run_1/pins.png
Drawn at 6 px/µm. Pins as bars across the die edge, other pins in gray.
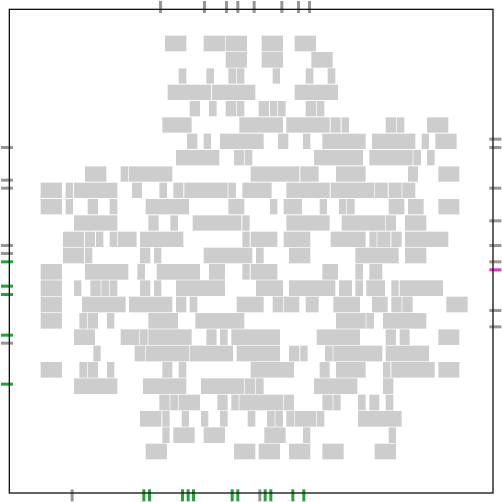
run_1/met2.png
Drawn at 6 px/µm.
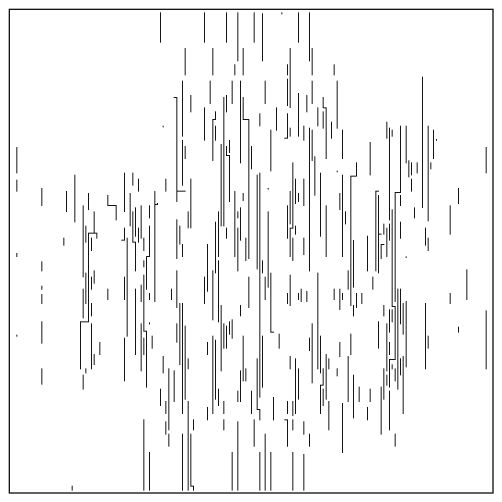
run_1/met1.png
Drawn at 4 px/µm.
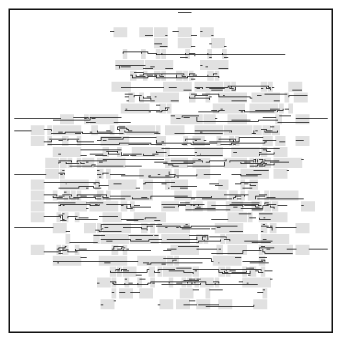
[src/rtl/seq_cmp_pkg.sv]
// Shared definitions for the digit-serial magnitude comparator:
// controller state encoding and the digit-count derivation.
package seq_cmp_pkg;

  typedef enum logic [1:0] {
    ST_IDLE    = 2'd0,
    ST_COMPARE = 2'd1,
    ST_DONE    = 2'd2
  } cmp_state_t;

  // Guarded so an illegal DIGIT of zero still elaborates far enough to hit the parameter check.
  function automatic int calc_ndigits(input int width, input int digit);
    if (digit > 0) begin
      return width / digit;
    end else begin
      return 1;
    end
  endfunction

endpackage

[src/rtl/digit_comparator.sv]
// Combinational unsigned compare of one DIGIT-bit slice; exactly one
// output is high for any input pair.
module digit_comparator #(
  parameter int DIGIT = 4
) (
  input  logic [DIGIT-1:0] i_a,
  input  logic [DIGIT-1:0] i_b,
  output logic             o_eq,
  output logic             o_lt,
  output logic             o_gt
);

  always_comb begin
    o_eq = 1'b0;
    o_lt = 1'b0;
    o_gt = 1'b0;
    if (i_a == i_b) begin
      o_eq = 1'b1;
    end else if (i_a < i_b) begin
      o_lt = 1'b1;
    end else begin
      o_gt = 1'b1;
    end
  end

endmodule

[src/rtl/seq_magnitude_comparator.sv]
// Digit-serial magnitude comparator: walks captured operands MSB digit
// first and stops at the first differing digit.
module seq_magnitude_comparator
  import seq_cmp_pkg::*;
#(
  parameter int WIDTH = 16,
  parameter int DIGIT = 4
) (
  input  logic             clk,
  input  logic             rst,
  input  logic             start,
  input  logic             signed_mode,
  input  logic [WIDTH-1:0] a,
  input  logic [WIDTH-1:0] b,
  output logic             busy,
  output logic             done,
  output logic             a_equals_b,
  output logic             a_less_than_b,
  output logic             a_greater_than_b
);

  localparam int NDIGITS = calc_ndigits(WIDTH, DIGIT);
  localparam int IDXW    = (NDIGITS > 1) ? $clog2(NDIGITS) : 1;
  localparam logic [WIDTH-1:0] MSB_MASK = WIDTH'(1) << (WIDTH - 1);

  if ((DIGIT < 1) || (DIGIT > WIDTH) || ((WIDTH % DIGIT) != 0)) begin : g_param_check
    $error("seq_magnitude_comparator: WIDTH must be a nonzero multiple of DIGIT");
  end

  cmp_state_t       r_state;
  cmp_state_t       w_state_nxt;
  logic [WIDTH-1:0] r_a;
  logic [WIDTH-1:0] r_b;
  logic             r_signed;
  logic [IDXW-1:0]  r_idx;
  logic             r_busy;
  logic             r_done;
  logic             r_eq;
  logic             r_lt;
  logic             r_gt;

  logic [WIDTH-1:0] w_a_adj;
  logic [WIDTH-1:0] w_b_adj;
  logic [DIGIT-1:0] w_a_dig;
  logic [DIGIT-1:0] w_b_dig;
  logic             w_eq;
  logic             w_lt;
  logic             w_gt;
  logic             w_last;

  // Flipping the sign bit maps two's-complement order onto unsigned order.
  assign w_a_adj = r_a ^ ({WIDTH{r_signed}} & MSB_MASK);
  assign w_b_adj = r_b ^ ({WIDTH{r_signed}} & MSB_MASK);
  assign w_a_dig = w_a_adj[r_idx*DIGIT +: DIGIT];
  assign w_b_dig = w_b_adj[r_idx*DIGIT +: DIGIT];
  assign w_last  = (r_idx == IDXW'(0));

  digit_comparator #(.DIGIT(DIGIT)) u_digit_cmp (
    .i_a  (w_a_dig),
    .i_b  (w_b_dig),
    .o_eq (w_eq),
    .o_lt (w_lt),
    .o_gt (w_gt)
  );

  always_comb begin
    w_state_nxt = r_state;
    case (r_state)
      ST_IDLE: begin
        if (start) begin
          w_state_nxt = ST_COMPARE;
        end else begin
          w_state_nxt = ST_IDLE;
        end
      end
      ST_COMPARE: begin
        if (!w_eq || w_last) begin
          w_state_nxt = ST_DONE;
        end else begin
          w_state_nxt = ST_COMPARE;
        end
      end
      ST_DONE: begin
        w_state_nxt = ST_IDLE;
      end
      default: begin
        w_state_nxt = ST_IDLE;
      end
    endcase
  end

  always_ff @(posedge clk) begin
    if (rst) begin
      r_state  <= ST_IDLE;
      r_a      <= '0;
      r_b      <= '0;
      r_signed <= 1'b0;
      r_idx    <= '0;
      r_busy   <= 1'b0;
      r_done   <= 1'b0;
      r_eq     <= 1'b0;
      r_lt     <= 1'b0;
      r_gt     <= 1'b0;
    end else begin
      r_state <= w_state_nxt;
      r_busy  <= (w_state_nxt == ST_COMPARE);
      r_done  <= (w_state_nxt == ST_DONE);
      case (r_state)
        ST_IDLE: begin
          if (start) begin
            r_a      <= a;
            r_b      <= b;
            r_signed <= signed_mode;
            r_idx    <= IDXW'(NDIGITS - 1);
            r_eq     <= 1'b0;
            r_lt     <= 1'b0;
            r_gt     <= 1'b0;
          end
        end
        ST_COMPARE: begin
          if (!w_eq) begin
            r_lt <= w_lt;
            r_gt <= w_gt;
          end else if (w_last) begin
            r_eq <= 1'b1;
          end else begin
            r_idx <= r_idx - IDXW'(1);
          end
        end
        default: begin
          r_idx <= r_idx;
        end
      endcase
    end
  end

  assign busy             = r_busy;
  assign done             = r_done;
  assign a_equals_b       = r_eq;
  assign a_less_than_b    = r_lt;
  assign a_greater_than_b = r_gt;

endmodule
[config.mk]
export PLATFORM = sky130hd
export DESIGN_NAME = seq_magnitude_comparator
export DESIGN_NICKNAME = d
export VERILOG_FILES = /design/src/rtl/seq_cmp_pkg.sv /design/src/rtl/digit_comparator.sv /design/src/rtl/seq_magnitude_comparator.sv
export SDC_FILE = /design/constraint.sdc
export NUM_CORES = 1
export LEC_CHECK = 0
export CORE_MARGIN = 4
export CORE_UTILIZATION = 35
export DETAILED_ROUTE_END_ITERATION = 6
export GPL_TIMING_DRIVEN = 1
export HOLD_SLACK_MARGIN = 0.02
export SYNTH_ARGS = -nofsm -noshare
export SYNTH_HDL_FRONTEND = slang
export SYNTH_SLANG_ARGS = --single-unit
[constraint.sdc]
create_clock -name clk -period 2.8 [get_ports clk]
set_input_delay 0.56 -clock clk [delete_from_list [all_inputs] [get_ports clk]]
set_output_delay 0.56 -clock clk [all_outputs]
set_load 0.02 [all_outputs]
==> results.ini, run 1 <==
[status]
status = completed

[finish]
fillers = 539
layout_top_cells = nand2_1 (68), dfxtp_1 (42), clkdlybuf4s50_1 (40)
n_sequential_cell = 42
largest_cell_class = multi-input combinational cells
sh_comb_area = 0.374
syn_to_final_growth_pct = 28.3
drive_above_1_share = 0.111
n_all_buffers = 45

[min_path]
hold_path_depth = 2

[route]
ant_nets = 0
dr_wl_met3_um = 160
drt_pass1_iterations = 3
wl_um = 3720
drt-vias-per-instance = 4.63

[floorplanning]
fp.dieW_um = 80.4
core_um2 = 5110
die_area_um2 = 6460
io_pins = 41

[setup_path]
cp.depth = 8
crit_chain = buf_4, mux4_2, inv_1, ha_1, nand4_4, nor3_4, nor3_2, a211oi_2
worstReg2RegEnd = r_idx[1]
reg2reg_from = r_idx[0]
cp_top_family = flip-flops
cpMaxStageDelayCell = dfxtp_1

[synth]
ys.flops = 42
yosysChipArea_um2 = 1830
largest_area_cell = dfxtp_1
postSynthSeqShare = 0.459
syn_area_um2 = 1830

[power]
seqPwrFrac = 0.496
power-top-group = registers
switchingPower_uw = 377
p_leak_nw = 0.873

[clock_network]
clock_sinks = 42
cts_tree = built
worstSkewPairLatency_ns = 0.29

[grt]
grt_max_degree = 37

[placed_design]
place_congestion = 0.783

[timing]
relSlewSlack = 0.564
finalHoldWorstSlack_ns = 0.454
setup_violations = 0
clock.fmax_ghz = 0.432

Notes on pins.png above:
[a_equals_b] magenta | pins: 1 | direction: output | edge: east
[a] green | pins: 16 | direction: input | edge: 11 south, 5 west
all pins by edge: 13 south, 11 west, 9 east, 8 north

Notes on met2.png above:
nets with wire on the layer: 217
longest straight run: 37.4 µm
main direction: vertical
wire length on this layer: 1710 µm
share of all routed wire: 46%

Notes on met1.png above:
nets with wire on the layer: 248
share of all routed wire: 47%
longest straight run: 32.2 µm
main direction: horizontal
wire length on this layer: 1730 µm

## run 1: state kept, by name, summed over array words and instances, names as in the netlist
register          cells
a_greater_than_b      1
busy                  1
a_less_than_b         1
r_state               2
a_equals_b            1
r_a                  16
done                  1
r_signed              1
r_idx                 2
r_b                  16
## run 1: through the flow
step	worst slack (ns)	total power, mW	instances	area (µm²)	utilization
floorplan	0.775	0.931	206	1830	-
global placement	0.471	1.03	307	2270	0.444
detailed placement	0.423	1.03	307	2270	0.444
CTS	0.405	1.41	313	2350	0.460
global route	0.269	1.46	313	2350	0.460
finish	0.486	1.38	313	2350	0.460
## run 1: per-layer routing
layer  GRT usage  vias up
met3      0.0291        8
li1            -      760
met4      0.0811        0
met1       0.150      655
met5           0        -
met2       0.203       27
run_1/met3.png
Drawn at 3 px/µm.
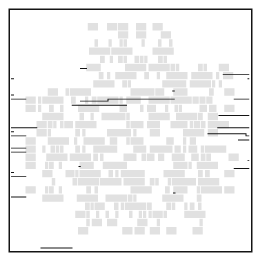

==> run 2, diff against run 1 <==
clock period = 2.1 ns   (was 2.8 ns; I/O delays follow)
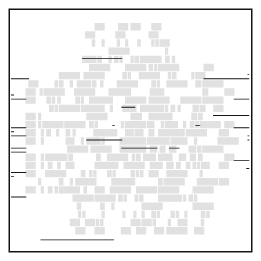
run_2/met3.png
Drawn at 3 px/µm.
longest straight run: 24.1 µm
main direction: horizontal

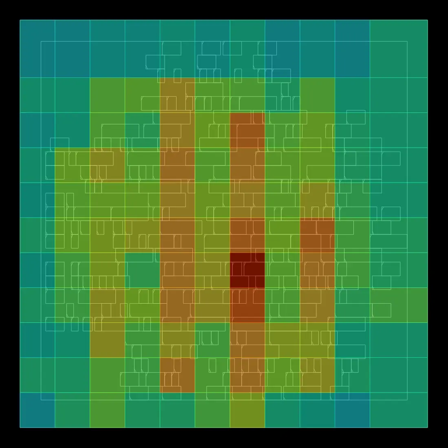
run_2/final_congestion.png
met1 Use GR: 0.149
final core occ: 0.491

==> run 2 against run 1 <==
Combinational power rose by 66%. Count of clock-buffer cells in the layout rose by 1. Via count rose by 1.2%. Maximum frequency rose by 14%. Flip-flop count did not move. Wire length rose by 0.86%. Largest power group unchanged.
==> results.ini, run 2 <==
[status]
status = completed

[grt]
grt_max_degree = 43
met2_usage = 0.205
use_met3 = 0.0392
busiest_layer = met2

[finish]
reg_top3 = r_a x16, r_b x16
drive_above_1_share = 0.160
syn_to_final_growth_pct = 36.7
stdcell_area_um2 = 2510
layout_top_cells = nand2_1 (68), dfxtp_1 (40), clkdlybuf4s50_1 (40)
fillers = 528

[route]
ant_nets = 0
drt-vias-per-instance = 4.58
drt_pass1_iterations = 4
wl_um = 3750

[floorplanning]
fp.dieW_um = 80.4
die_area_um2 = 6460
core_um2 = 5110

[placed_design]
dp_cells = 309
place_area_um2 = 2350
place_congestion = 0.836

[setup_path]
crit_chain = buf_12, mux4_2, ha_4, nand4_4, nor3_4, buf_4, a211oi_2
cp_top_family = multiplexers
cpMaxStageDelayCell = mux4_2
worstReg2RegEnd = r_idx[1]

[timing]
fin_ws_ns = 0.0771
relSlewSlack = 0.817
clock.fmax_ghz = 0.494
finalHoldWorstSlack_ns = 0.455

[synth]
yosysChipArea_um2 = 1830
postSynthSeqShare = 0.459
ys.flops = 42

[power]
p_leak_nw = 0.927
switchingPower_uw = 541
power-top-group = registers
seqPwrFrac = 0.458

[clock_network]
cts_tree = built
clock_sinks = 42
worstSkewPairLatency_ns = 0.29

## run 2: cell counts after synthesis
No cell type changed its count.
## run 2: layer usage
| metal | wire [µm] | up-vias |
|---|---|---|
| li1 | - | 773 |
| met1 | 1720 | 658 |
| met2 | 1810 | 30 |
| met5 | 0 | - |
| met3 | 154 | 6 |
| met4 | 68 | 0 |
## run 2: area by class of cell
cell class	instances	area, µm²	share of cell area
multi-input cells	144	920	0.367
flip-flops and latches	42	843	0.336
well taps	70	87.6	0.0349
clock inverters	1	5.00	0.00200
clock buffers	7	86.3	0.0344
repair buffers	50	542	0.216
inverters	6	22.5	0.00899
## run 2: repair_timing
action | in CTS | in global routing
endpoints found under the setup margin | 2 | 6
pin swaps | 1 | 4
setup buffers | 0 | 3
gates resized | 0 | 8
==> run 3, diff against run 2 <==
CORE_UTILIZATION = 45   (was 35)
PLACE_DENSITY = 0.81   (was unset)
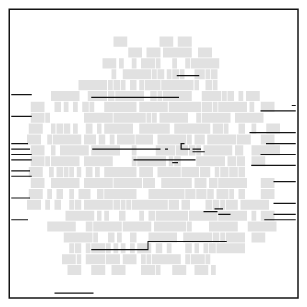
run_3/met3.png
Drawn at 4 px/µm.
longest straight run: 21.6 µm
main direction: horizontal
via count: 1536
met3 GRT Util: 0.0575
Routed WL: 3850 µm

==> run 3 against run 2 <==
Register-to-register slack about the same. Synthesized cell count unchanged. Flip-flop count unchanged. Wire length up 2.5%. Largest power group unchanged.
==> results.ini, run 3 <==
[route]
drt_pass1_iterations = 4
wl_met1_um = 1700
ant_nets = 0
highest_layer = met4
drt-vias-per-instance = 5.17

[timing]
relSlewSlack = 0.735
fin_ws_ns = 0.0811
finalHoldWorstSlack_ns = 0.459
setup_violations = 0
clock.fmax_ghz = 0.495

[floorplanning]
fp.dieW_um = 71.8
die_area_um2 = 5160
tapCellCount = 48

[finish]
stdcell_area_um2 = 2440
clkCellAreaFrac = 0.0368
layout.cells.non_filler = 297
drive_above_1_share = 0.165
syn_to_final_growth_pct = 33.4
seq_share = 0.344
reg_top3 = r_a x16, r_b x16
inv_count = 6
n_sequential_cell = 42
logic_area_um2 = 921
sh_comb_area = 0.377
layout_top_cells = nand2_1 (68), dfxtp_1 (41), clkdlybuf4s50_1 (40)
largest_cell_class = multi-input combinational cells

[setup_path]
cpMaxStageDelayCell = mux4_2
cp_top_family = multiplexers

[grt]
gr-usage-met1 = 0.185
met2_usage = 0.261

[power]
power.total_mw = 1.95
seqPwrFrac = 0.461

[clock_network]
cts_setup_buffers = 0
clock_sinks = 42
cts_tree = built

[synth]
ys.flops = 42
yosysChipArea_um2 = 1830
syn_area_um2 = 1830

[status]
status = completed

[placed_design]
place_ws_ns = 0.00339
place_congestion = 0.784
place_area_um2 = 2310

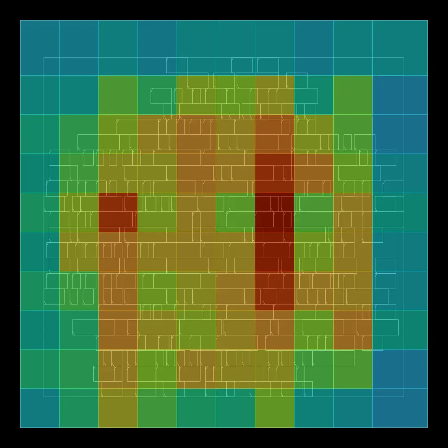
run_3/final_congestion.png
final core occ: 0.644
GRT Total Usage: 0.159
Most Crowded Layer GR: met2
DR WL/cell: 12.9 µm

[run 3: cell counts after synthesis]
No cell type changed its count.
[run 3: cell families (layout without fill, tap and decap cells)]
logic type | Yosys count | after routing | share of synthesized area
and+or+nand+nor | 87 | 87 | 0.210
AOI/OAI and AO/OA | 42 | 42 | 0.128
adders and majority gates | 5 | 5 | 0.0341
DFF | 42 | 42 | 0.459
buffers and inverters | 20 | 63 | 0.0614
xor gates and xnor gates | 2 | 2 | 0.00956
muxes | 8 | 8 | 0.0983
[run 3: worst paths after layout]
path | from | to | slack [ns] | cells after the start
min reg2reg | r_b[9] | r_b[9] | 0.46 | 2
max | r_idx[0] | r_idx[0] | 0.08 | 7
min | r_b[9] | r_b[9] | 0.46 | 2
max reg2reg | r_idx[0] | r_idx[0] | 0.08 | 7
Power figures rest on the tool's default switching activity, not on a simulated workload.
